==> images/m1.png <==
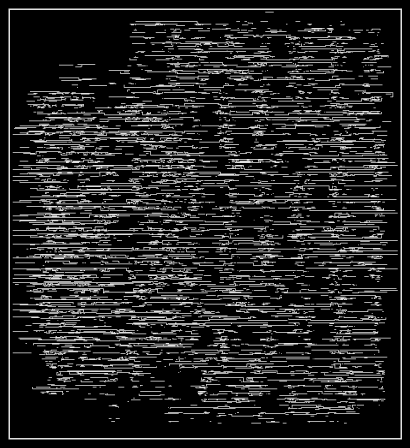
==> images/m2.png <==
The bar under the picture is 50 um long.
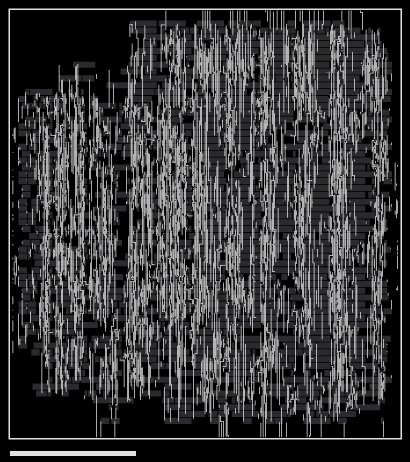
==> images/m3.png <==
The bar under the picture is 50 um long.
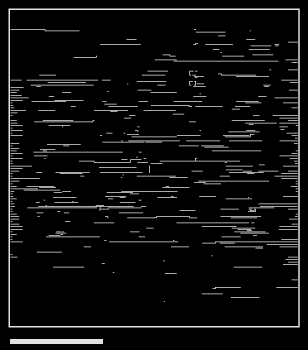
==> images/m4.png <==
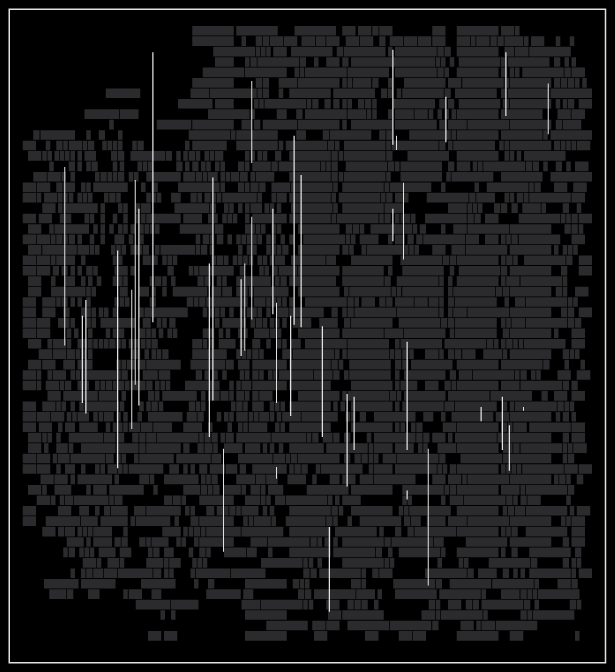
==> images/congestion_map.png <==
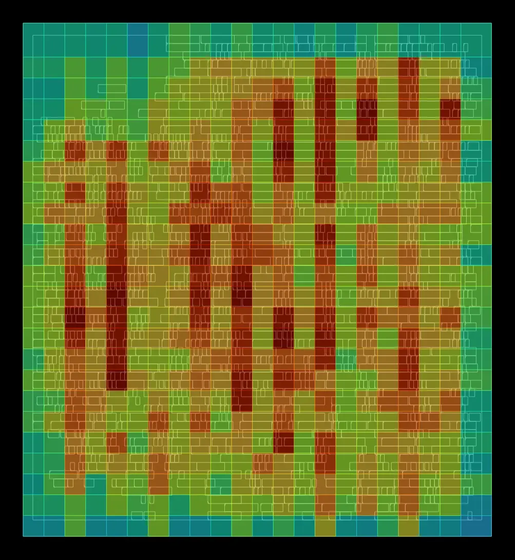
$ cat src/rtl/cpu_pkg.sv
// Shared CPU front-end types and constants used by fetch, decode and execute.
package cpu_pkg;

    localparam int XLEN       = 32;
    localparam int ADDR_W     = 32;
    localparam int INSN_BYTES = 4;

    localparam logic [XLEN-1:0] NOP = 32'h0000_0013;

    // One fetched instruction together with the address it came from.
    typedef struct packed {
        logic [XLEN-1:0]   instr;
        logic [ADDR_W-1:0] pc;
    } fetch_pkt;

endpackage

$ cat src/rtl/fetch_fifo.sv
// Small synchronous FIFO of fetch packets between instruction memory and decode.
// The head reads as all-zero while the FIFO is empty.
module fetch_fifo
    import cpu_pkg::*;
#(
    parameter type pkt_t = fetch_pkt,
    parameter int  DEPTH = 4
) (
    input  logic                         clk,
    input  logic                         rst_n,
    input  logic                         push,
    input  pkt_t                         push_pkt,
    input  logic                         pop,
    input  logic                         flush,
    output logic [$clog2(DEPTH+1)-1:0]   count,
    output pkt_t                         head
);

    localparam int PW = $clog2(DEPTH);
    localparam int CW = $clog2(DEPTH + 1);

    pkt_t           mem [DEPTH];
    logic [PW-1:0]  rd_ptr;
    logic [PW-1:0]  wr_ptr;
    logic           do_pop;

    assign do_pop = pop && (count != '0);

    // Pointer and occupancy bookkeeping; flush empties the FIFO and beats any pop.
    // NOTE: clocked state uses non-blocking assignments so every register samples pre-edge values.
    always_ff @(posedge clk or negedge rst_n) begin
        if (!rst_n) begin
            rd_ptr <= '0;
            wr_ptr <= '0;
            count  <= '0;
        end else if (flush) begin
            rd_ptr <= '0;
            wr_ptr <= '0;
            count  <= '0;
        end else begin
            if (push)   wr_ptr <= wr_ptr + PW'(1);
            if (do_pop) rd_ptr <= rd_ptr + PW'(1);
            case ({push, do_pop})
                2'b10:   count <= count + CW'(1);
                2'b01:   count <= count - CW'(1);
                default: count <= count;
            endcase
        end
    end

    // Entry storage write port.
    // NOTE: storage is deliberately not reset; occupancy decides validity and the head is masked when empty.
    always_ff @(posedge clk) begin
        if (push && !flush) mem[wr_ptr] <= push_pkt;
    end

    assign head = (count != '0) ? mem[rd_ptr] : '0;

    no_overflow: assert property (@(posedge clk) disable iff (!rst_n)
        (push && !flush) |-> (count != CW'(DEPTH)));

endmodule

$ cat src/rtl/fetch_unit.sv
// Instruction fetch stage: PC generation, credit-limited memory requests,
// in-order response buffering and redirect handling with in-flight discard.
module fetch_unit
    import cpu_pkg::*;
#(
    parameter int                ADDR_W   = 32,
    parameter logic [ADDR_W-1:0] RESET_PC = '0,
    parameter int                DEPTH    = 4
) (
    input  logic              clk,
    input  logic              rst_n,
    output logic              imem_req,
    output logic [ADDR_W-1:0] imem_addr,
    input  logic              imem_gnt,
    input  logic              imem_rvalid,
    input  logic [31:0]       imem_rdata,
    input  logic              redirect_valid,
    input  logic [ADDR_W-1:0] redirect_pc,
    output logic              instr_valid,
    input  logic              instr_ready,
    output logic [31:0]       instr,
    output logic [ADDR_W-1:0] instr_pc
);

    localparam int CW = $clog2(DEPTH + 1);

    // Same layout as fetch_pkt, sized by this instance's address width.
    typedef struct packed {
        logic [XLEN-1:0]   instr;
        logic [ADDR_W-1:0] pc;
    } pkt_t;

    logic              running;
    logic [ADDR_W-1:0] pc;
    logic [ADDR_W-1:0] resp_pc;
    logic [ADDR_W-1:0] target;
    logic [CW-1:0]     outstanding;
    logic [CW-1:0]     outstanding_nxt;
    logic [CW-1:0]     discard;
    logic [CW-1:0]     count;
    logic [CW:0]       in_use;
    logic              issue;
    logic              rsp;
    logic              push;
    pkt_t              push_pkt;
    pkt_t              head;

    assign target = {redirect_pc[ADDR_W-1:2], 2'b00};
    assign in_use = {1'b0, count} + {1'b0, outstanding};

    // 'running' keeps the request line low while reset is held and until the first edge after it.
    assign imem_req  = running && !redirect_valid && (in_use < (CW+1)'(DEPTH));
    assign imem_addr = pc;
    assign issue     = imem_req && imem_gnt;

    // A response with nothing outstanding is a protocol error and is ignored.
    assign rsp      = imem_rvalid && (outstanding != '0);
    assign push     = rsp && !redirect_valid && (discard == '0);
    assign push_pkt = '{instr: imem_rdata, pc: resp_pc};

    // In-flight count after this cycle's grant and response.
    // NOTE: every combinational output gets a default first so no path can infer a latch.
    always_comb begin
        outstanding_nxt = outstanding;
        case ({issue, rsp})
            2'b10:   outstanding_nxt = outstanding + CW'(1);
            2'b01:   outstanding_nxt = outstanding - CW'(1);
            default: outstanding_nxt = outstanding;
        endcase
    end

    // PC, response address, credit and discard tracking; redirect overrides everything.
    always_ff @(posedge clk or negedge rst_n) begin
        if (!rst_n) begin
            running     <= 1'b0;
            pc          <= RESET_PC;
            resp_pc     <= RESET_PC;
            outstanding <= '0;
            discard     <= '0;
        end else begin
            running     <= 1'b1;
            outstanding <= outstanding_nxt;
            if (redirect_valid) begin
                pc      <= target;
                resp_pc <= target;
                // Pending discards are already part of 'outstanding', so every response
                // still in flight after this cycle belongs to a stale stream.
                discard <= outstanding - CW'(rsp);
            end else begin
                if (issue) pc <= pc + ADDR_W'(INSN_BYTES);
                if (rsp) begin
                    if (discard != '0) discard <= discard - CW'(1);
                    else               resp_pc <= resp_pc + ADDR_W'(INSN_BYTES);
                end
            end
        end
    end

    fetch_fifo #(
        .pkt_t (pkt_t),
        .DEPTH (DEPTH)
    ) u_fifo (
        .clk      (clk),
        .rst_n    (rst_n),
        .push     (push),
        .push_pkt (push_pkt),
        .pop      (instr_ready),
        .flush    (redirect_valid),
        .count    (count),
        .head     (head)
    );

    assign instr_valid = (count != '0);
    assign instr       = head.instr;
    assign instr_pc    = head.pc;

    rvalid_needs_outstanding: assert property (@(posedge clk) disable iff (!rst_n)
        imem_rvalid |-> (outstanding != '0));

endmodule

$ cat config.mk
export PLATFORM = sky130hd
export DESIGN_NAME = fetch_unit
export DESIGN_NICKNAME = d
export VERILOG_FILES = /design/src/rtl/cpu_pkg.sv /design/src/rtl/fetch_fifo.sv /design/src/rtl/fetch_unit.sv
export SDC_FILE = /design/constraint.sdc
export NUM_CORES = 1
export LEC_CHECK = 0
export ABC_AREA = 1
export CORE_ASPECT_RATIO = 1.1
export CORE_MARGIN = 3
export CORE_UTILIZATION = 60
export CTS_BUF_LIST = sky130_fd_sc_hd__clkbuf_4 sky130_fd_sc_hd__clkbuf_8
export DETAILED_ROUTE_END_ITERATION = 10
export PLACE_DENSITY = 0.85
export RECOVER_POWER = 50
export SKIP_LAST_GASP = 1
export SYNTH_ARGS = -nofsm -noshare
export SYNTH_HDL_FRONTEND = slang
export SYNTH_SLANG_ARGS = --single-unit
$ cat constraint.sdc
create_clock -name clk -period 7.3 [get_ports clk]
set_input_delay 0.73 -clock clk [delete_from_list [all_inputs] [get_ports clk]]
set_output_delay 0.73 -clock clk [all_outputs]
set_load 0.005 [all_outputs]
==> impl_metrics.csv <==
group,metric,value,unit
place,gp_congestion,0.957,
route,drc,0,
clocking,cts-root-buf,"clkbuf_8",
clocking,insertion_delay,0.57,ns
min_path,min_path_type,"flip-flop to flip-flop",
synthesis,yosysCellCount,1479,
die,die_y,170,um
worst_setup_path,required,7.48,ns
final_layout,lay_top_cells,"348 x nor2_1, 256 x nand2_1, 248 x edfxtp_1, 149 x o21ai_0, 97 x clkdlybuf4s50_1",
worst_setup_path,path_class,"input port to flip-flop",
final_layout,logic_area,4770,sq um
clocking,clk_pin_slew_worst_paths,0.07,ns
synthesis,ff_type,"edfxtp_1",
die,chipArea,26400,sq um
run_status,violations,"capacitance limit, slew limit",
final_layout,area_growth,19.0,%
sta,setup_tns,0,ns
synthesis,ys_async_sr_fraction,23.0,%
place,hpwl,21000,um
worst_setup_path,cp_slowest_cell,"nor2_1",
worst_setup_path,end_kind,"flip-flop",
sta,setup_ws,2.01,ns
pwr,power_density,311,nW/um^2
sta,finClkSkew,0.0268,ns
final_layout,fillers,1579,
worst_setup_path,critPathArrivalTime,5.48,ns
pwr,vdd_ir_drop_max,0.194,mV
place,port_buffers,161,
synthesis,synth-edff-count,248,
die,num_rows,59,
worst_setup_path,r2r_slack,2.78,ns
clocking,cts_resized,0,
global_route,grt_pass1_vias,11200,
final_layout,nets,1723,
sta,rsz0062_at_grt,"false",
die,coreArea,23800,sq um
clocking,cts_tree,"built",
die,die_w,155,um
die,io-pin-count,168,
final_layout,stdcell_area,17400,sq um
clocking,post-cts-setup-buffers,0,
synthesis,ys_warn_count,0,
clocking,numCtsBuffers,49,
route,via_per_inst,5.71,
synthesis,ys_seq_share,63.4,%
synthesis,synth_cell_types,38,
sta,fin_crit,5.29,ns
worst_setup_path,start_kind,"input port",
flow_run,warning_count,32,
flow_run,max-cap-violations,2,
sta,fin_crit_sh,72.5,%
sta,tightest_slew,4.20,ns
worst_setup_path,max_stage_delay,1.30,ns
run_status,status,"finished with violations",
sta,slew_viol_final,118,
clocking,hold_buffers,0,
sta,fmax,189,MHz
final_layout,antenna_cells,0,
synthesis,syn_area,14700,sq um
global_route,grt_pass1_wl,55300,um
route,drt_iter0_drc,1024,
synthesis,syn_avg_cell_area,9.91,sq um
sta,max_slew_margin,-180,%
die,initCoreUtil,61.5,%
place,pre_cts_slack,3.27,ns
clocking,cts_buffer_depth,3,
final_layout,flop_area,9300,sq um
pwr,p_leak,6.57,nW
Back to the opening pictures, m1.png:
longest straight run: 58.4 um
share of all routed wire: 40%
wire length on this layer: 14,000 um
main direction: horizontal

Back to the opening pictures, m2.png:
share of all routed wire: 49%
wire length on this layer: 17,100 um
nets with wire on the layer: 1,370
longest straight run: 77.9 um

Back to the opening pictures, m3.png:
nets with wire on the layer: 232
wire length on this layer: 2,970 um
share of all routed wire: 8.5%
main direction: horizontal
Vias: 11,300
GR Util met3: 4.43%
WL final: 35,100 um

Back to the opening pictures, m4.png:
longest straight run: 70.0 um
wire length on this layer: 1,030 um
main direction: vertical
nets with wire on the layer: 31
share of all routed wire: 2.9%

Back to the opening pictures, congestion_map.png:
final core occ: 73.2%
GRT Resource Usage Total: 26.3%
DR WL/cell: 17.7 um

-- per-stage QoR --
stage,std cells,total power (W)
2_1_floorplan,1482,0.00315
3_3_place_gp,1892,0.00391
3_5_place_dp,1892,0.00396
4_1_cts,1980,0.00548
5_1_grt,1980,0.00573
6_report,1980,0.00543
-- critical path, delay by kind of cell --
| kind | cells | cell delay, ns |
|---|---|---|
| buf+inv | 4 | 2.49 |
| simple gates | 2 | 2.21 |
-- layout make-up --
type / count / area share (%)
inverters: 80 / 1.72
clock buffers: 73 / 5.08
clock inverters: 15 / 0.703
repair buffers: 172 / 9.64
well taps: 305 / 2.19
multi-input cells: 1013 / 27.3
flip-flops and latches: 322 / 53.3
-- worst paths after layout --
check | start | to | cells after the start
hold / removal | outstanding[0] | outstanding[0] | 1
min in group asynchronous | rst_n | imem_addr[30] | 2
max in group asynchronous | rst_n | u_fifo.rd_ptr[0] | 2
hold reg to reg | outstanding[0] | outstanding[0] | 1
setup / recovery | redirect_valid | u_fifo.mem[2][31] | 6
setup reg to reg | discard[0] | u_fifo.mem[2][31] | 9
-- logic make-up after synthesis --
group	Yosys count	share of synthesized area [%]
simple gates	701	19.8
flops	322	63.4
compound gates	259	9.23
buf+inv	147	4.16
xor+xnor	33	1.97
fa+ha+maj	15	1.38
other cells	2	0.0512
-- flip-flops by register name, indices dropped and copies added (netlist names) --
name	flops
discard	3
resp_pc	30
u_fifo.count	3
u_fifo.rd_ptr	2
u_fifo.wr_ptr	2
imem_addr	30
running	1
outstanding	3
u_fifo.mem	248
-- routing by layer --
metal / up-vias / GRT usage, % / part of all wire (%)
li1: 5295 / - / -
met1: 5350 / 35.3 / 40
met2: 569 / 43.2 / 49
met3: 82 / 4.43 / 8.5
met4: 4 / 10.9 / 2.9
met5: - / 0 / 0.051
-- Yosys cell counts, types with 11 or more instances --
| cell type | instances | area, sq um |
|---|---|---|
| xor2_1 | 22 | 193 |
| a21oi_1 | 82 | 410 |
| clkbuf_1 | 35 | 131 |
| ha_1 | 13 | 163 |
| inv_1 | 64 | 240 |
| buf_2 | 19 | 95.1 |
| dfrtp_1 | 74 | 1850 |
| nand2_1 | 255 | 957 |
| o21ai_0 | 149 | 746 |
| o211ai_1 | 18 | 135 |
| edfxtp_1 | 248 | 7450 |
| xnor2_1 | 11 | 96.3 |
| inv_2 | 13 | 48.8 |
| nor2_1 | 349 | 1310 |
| nand3_1 | 45 | 225 |
-- where the power goes --
part / switching [W] / internal (W) / total (W)
combinational: 0.000863 / 0.000724 / 0.00159
sequential: 0.000193 / 0.00214 / 0.00234
clock: 0.000662 / 0.000847 / 0.00151
total: 0.00172 / 0.00371 / 0.00543
No activity file was given, so power comes from the tool's default toggle rates.
